===== src/rtl/reg8.sv =====
// Loadable register with priority rst > set > we > hold, a one-cycle change pulse,
// and an optional registered even-parity output enabled by defining REG8_PARITY_EN.
module reg8 #(
    parameter int               WIDTH     = 8,
    parameter logic [WIDTH-1:0] RESET_VAL = {WIDTH{1'b0}},
    parameter logic [WIDTH-1:0] SET_VAL   = {WIDTH{1'b1}}
) (
    input  logic             clk,
    input  logic             rst,
    input  logic             set,
    input  logic [WIDTH-1:0] wdata,
    input  logic             we,
    output logic [WIDTH-1:0] rdata,
`ifdef REG8_PARITY_EN
    output logic             rpar,
`endif
    output logic             changed
);

    logic [WIDTH-1:0] value_q;
    logic [WIDTH-1:0] value_d;
    logic             changed_q;

    // rst is folded in here too so value_d is the true next state.
    always_comb begin
        value_d = value_q;
        if (rst)
            value_d = RESET_VAL;
        else if (set)
            value_d = SET_VAL;
        else if (we)
            value_d = wdata;
    end

    always_ff @(posedge clk) begin
        if (rst) begin
            value_q   <= RESET_VAL;
            changed_q <= 1'b0;
        end else begin
            value_q   <= value_d;
            changed_q <= (value_d != value_q);
        end
    end

`ifdef REG8_PARITY_EN
    logic rpar_q;

    // Registered from the next value so it tracks rdata with no combinational path.
    always_ff @(posedge clk) begin
        if (rst)
            rpar_q <= ^RESET_VAL;
        else
            rpar_q <= ^value_d;
    end

    assign rpar = rpar_q;
`endif

    assign rdata   = value_q;
    assign changed = changed_q;

endmodule


===== config.mk =====
export PLATFORM = sky130hd
export DESIGN_NAME = reg8
export DESIGN_NICKNAME = d
export VERILOG_FILES = /design/src/rtl/reg8.sv
export SDC_FILE = /design/constraint.sdc
export NUM_CORES = 1
export LEC_CHECK = 0
export ABC_AREA = 1
export CORE_MARGIN = 5
export CORE_UTILIZATION = 35
export CTS_CLUSTER_SIZE = 8
export DETAILED_ROUTE_END_ITERATION = 16
export GPL_TIMING_DRIVEN = 0
export PLACE_DENSITY_LB_ADDON = 0.08
export SLEW_MARGIN = 5
export SYNTH_ARGS = -nofsm -noshare
export SYNTH_HDL_FRONTEND = slang
export SYNTH_SLANG_ARGS = --single-unit

===== constraint.sdc =====
create_clock -name clk -period 1.1 [get_ports clk]
set_input_delay 0.33 -clock clk [delete_from_list [all_inputs] [get_ports clk]]
set_output_delay 0.33 -clock clk [all_outputs]
set_load 0.05 [all_outputs]

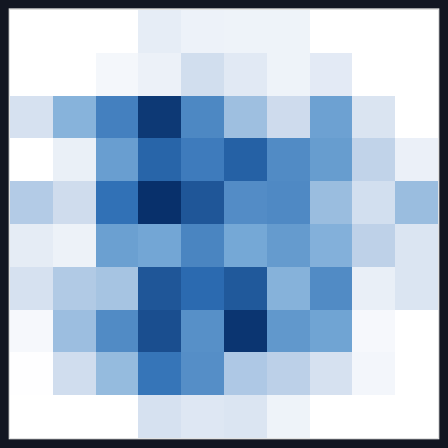
Run 1: routed metal per tile
The die is cut into 10 by 10 equal tiles; white is low, dark blue is high, scaled to the fullest tile. Values are wire area over tile area, all layers added.
21% of the tiles are nearly empty. The fullest tile reaches 0.35. The mean over all tiles is 0.11. 32% of the tiles are over half the peak. The densest ninth of the die: centre.

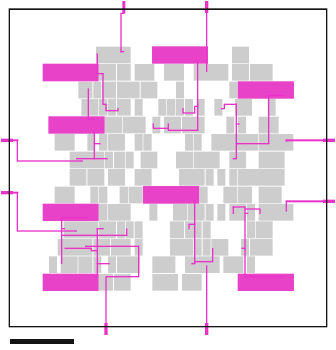
Run 1: nets reached from selected ports
Bar = 10 µm.
Key: `rdata` = magenta [direction output, edge 2 right, 2 bottom, 2 left, 2 top, end cells 8, buffers 8, wire 253 µm]

==> metrics.json, run 1 <==
{
  "power_and_ir_drop": {
    "power.total_w": 0.001072,
    "comb_cell_power_w": 0.000420,
    "power.group.top": "combinational cells",
    "net-switching-power_w": 0.0003833,
    "leakage_nw": 0.5505,
    "irDropWorstVdd_uv": 797.4
  },
  "global_routing": {
    "global_route.usage.met3": 0.04281,
    "groute.layer.met1.usage": 0.1937,
    "global_route_wire_length_before_repair_um": 2904,
    "grt_busiest_layer": "met2"
  },
  "yosys": {
    "synthSimpleGateAreaFrac": 0.5361,
    "postSynthRegisterBits": 9,
    "asyncSetResetFlopFracSynth": 0,
    "post_synthesis_mux_area_share": 0,
    "synth.cell_area_um2": 536.8
  },
  "drt": {
    "met2WireLength_um": 787,
    "m1WireLength_um": 803,
    "dr.first_iter.drc_count": 7,
    "wire_per_inst_um": 12.03,
    "wirelength_routed_um": 1708,
    "highest-signal-layer": "met4"
  },
  "critical_path": {
    "critical-path-slowest-cell": "sky130_fd_sc_hd__dfxtp_4",
    "setup.worst_path.class": "reg -> out",
    "timing.critical_path.arrival_ns": 0.78,
    "cp.buffers_inverters": 1
  },
  "sta": {
    "setup_violators_final": 8,
    "rsz_0062_raised_after_global_routing": "true",
    "finalMaxSlewViolations": 0,
    "max_clock_freq_mhz": 900.4,
    "worst_slack_ns": -0.01061,
    "clock_skew_ns": 0.002844,
    "finalCritPeriodShare": 1.010
  },
  "clock_network": {
    "cts-htree-levels": 1,
    "root_buffer": "sky130_fd_sc_hd__clkbuf_4",
    "cts_tree": "built",
    "cts_made_buffers": 3
  },
  "floorplan": {
    "die_h_um": 49.16,
    "ioPinCount": 21,
    "chip_area_um2": 2417
  },
  "placed_design": {
    "postPlaceCellArea_um2": 777.0,
    "place.detailed.hpwl_um": 983.1
  },
  "run_status": {
    "outcome": "complete, but fails checks",
    "violations": "setup timing"
  },
  "run": {
    "max_cap_violations": 0
  },
  "finish": {
    "final_common_cell": "sky130_fd_sc_hd__nand2_1",
    "post_route_cells_drive_above_1_share": 0.4683
  }
}
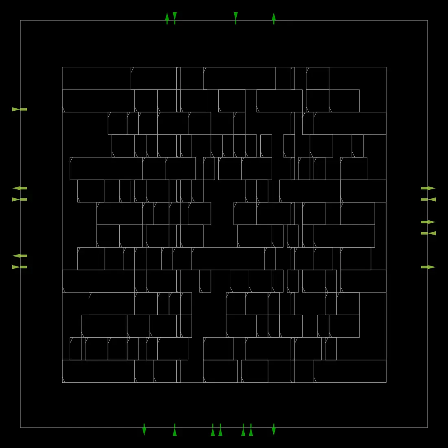
Run 1: placed standard cells
inserted tap cell count: 16
layout sequential cell count: 9

run 1: worst paths after layout:
kind                                from        to  slack [ns]  depth (start not counted)
worst max-delay path            rdata[5]  rdata[5]       -0.01                          1
worst min-delay path                 rst   changed        0.36                          2
worst max register to register  rdata[6]   changed        0.01                          9
worst min register to register  rdata[4]  rdata[4]        0.63                          4
run 1: sequential cells by signal (all words and copies together), names as in the netlist:
| register | cells |
|---|---|
| rdata | 8 |
| changed | 1 |
run 1: cell type report:
cell class,count,area share
repair buffers,35,0.3434
inverters,12,0.05340
multi-input cells,64,0.3325
well taps,16,0.01942
plain buffers,2,0.02184
clock buffers,4,0.02549
flip-flops and latches,9,0.2039
==> run 2: changes to the inputs <==
--- a/config.mk
+++ b/config.mk
@@ -6,13 +6,12 @@
 export NUM_CORES = 1
 export LEC_CHECK = 0
 export ABC_AREA = 1
-export CORE_MARGIN = 5
 export CORE_UTILIZATION = 35
-export CTS_CLUSTER_SIZE = 8
+export CTS_CLUSTER_SIZE = 10
 export DETAILED_ROUTE_END_ITERATION = 16
 export GPL_TIMING_DRIVEN = 0
 export PLACE_DENSITY_LB_ADDON = 0.08
-export SLEW_MARGIN = 5
+export SLEW_MARGIN = 20
 export SYNTH_ARGS = -nofsm -noshare
 export SYNTH_HDL_FRONTEND = slang
 export SYNTH_SLANG_ARGS = --single-unit
==> metrics.json, run 2 <==
{
  "run_status": {
    "outcome": "complete, but fails checks",
    "violations": "setup timing"
  },
  "yosys": {
    "synth.cell_area_um2": 536.8,
    "ys_area_um2": 536.8,
    "asyncSetResetFlopFracSynth": 0,
    "postSynthRegisterBits": 9
  },
  "global_routing": {
    "global_route_wire_length_before_repair_um": 2559,
    "grt_busiest_layer": "met2",
    "global_route.usage.met3": 0.03261,
    "groute.layer.met1.usage": 0.3109
  },
  "sta": {
    "clock_skew_ns": 0.0008722,
    "finalMaxSlewViolations": 0,
    "setup_violators_final": 7,
    "rsz_0062_raised_after_global_routing": "true",
    "worst_slack_ns": -0.02176,
    "finalCritPeriodShare": 1.020
  },
  "critical_path": {
    "cp.buffers_inverters": 1,
    "crit_cells": 1,
    "r2r_cells": 9,
    "timing.critical_path.arrival_ns": 0.79,
    "critical_path.max_fanout": 4,
    "setup.worst_path.class": "reg -> out",
    "critPathLaunch": "rdata[3]",
    "critical-path-slowest-cell": "sky130_fd_sc_hd__dfxtp_4",
    "regToRegStartpoint": "rdata[7]"
  },
  "placed_design": {
    "postPlaceCellArea_um2": 775.7,
    "place.detailed.hpwl_um": 895.9
  },
  "clock_network": {
    "root_buffer": "sky130_fd_sc_hd__clkbuf_4",
    "cts_made_buffers": 3,
    "cts_tree": "built"
  },
  "finish": {
    "post_route_cells_drive_above_1_share": 0.5338,
    "final_common_cell": "sky130_fd_sc_hd__nand2_1",
    "largest_reg_flops": 8,
    "antenna_cells_inserted": 0
  },
  "power_and_ir_drop": {
    "power.group.top": "combinational cells",
    "comb_cell_power_w": 0.000452,
    "leakage_nw": 0.5855,
    "irDropWorstVdd_uv": 703.8,
    "power.total_w": 0.001111,
    "net-switching-power_w": 0.0004009
  },
  "drt": {
    "m1WireLength_um": 763,
    "met2WireLength_um": 826,
    "highest-signal-layer": "met4",
    "wire_per_inst_um": 11.58,
    "dr.first_iter.drc_count": 17
  },
  "floorplan": {
    "die_h_um": 41.16
  },
  "min_path": {
    "hold_start": "rst",
    "worstHoldPathCells": 2
  }
}
run 2: worst paths after layout:
check | slack, ns | end
worst min register to register | 0.62 | rdata[2]
worst max-delay path | -0.02 | rdata[3]
worst min-delay path | 0.25 | changed
worst max register to register | 0.03 | changed
run 2: area by class of cell:
| cell class | count | area (µm²) |
|---|---|---|
| multi-input combinational | 64 | 357.8 |
| fill | 90 | 272.8 |
| timing repair buffer | 42 | 400.4 |
| clock buffer | 4 | 26.28 |
| inverter | 12 | 57.56 |
| sequential | 9 | 210.2 |
| tap | 15 | 18.77 |
| buffer | 2 | 22.52 |
run 2: logic make-up (layout without fill, tap and decap cells):
group / count (synthesis) / after routing / synth area share
flops: 9 / 9 / 0.3357
buf+inv: 14 / 60 / 0.1282
simple gates: 64 / 64 / 0.5361
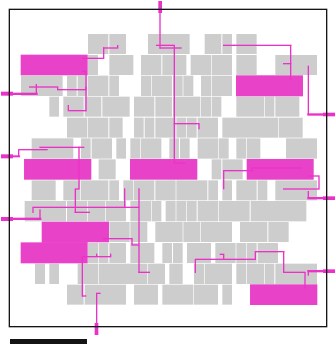
Run 2: nets reached from selected ports
Bar = 10 µm.
Key: `rdata` = magenta [direction output, edge 3 right, 3 left, 1 bottom, 1 top, end cells 8, buffers 8, wire 204 µm]
number of input and output port buffers inserted: 19
count of boundary I/O pins: 21

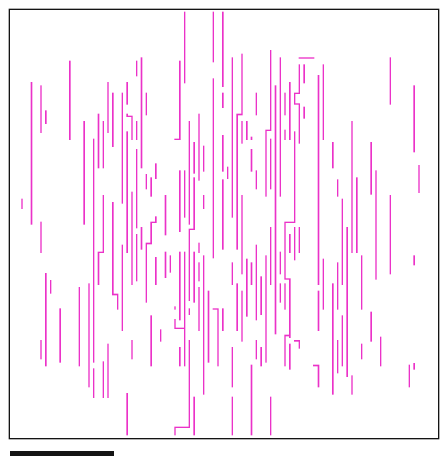
Run 2: M2 wires
Bar = 10 µm.
The longest straight run is 23.8 µm. The layer holds 48% of the routed length. The layer carries 827 µm of wire. The wires run mostly vertical.

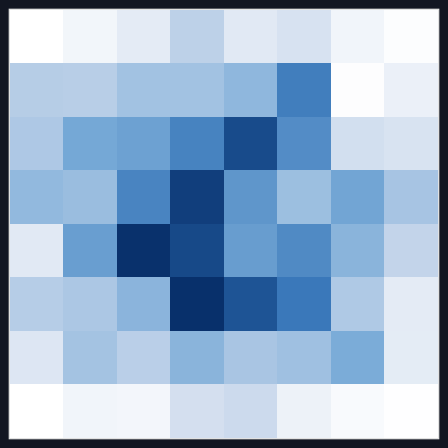
Run 2: routed metal per tile
The die is cut into 8 by 8 equal tiles; white is low, dark blue is high, scaled to the fullest tile. Values are wire area over tile area, all layers added.
The mean over all tiles is 0.16. 7.8% of the tiles are nearly empty. The fullest tile reaches 0.44. The densest ninth of the die: centre. 28% of the tiles are over half the peak.
total via count in the routed design: 696
GRT Total Usage: 0.2378

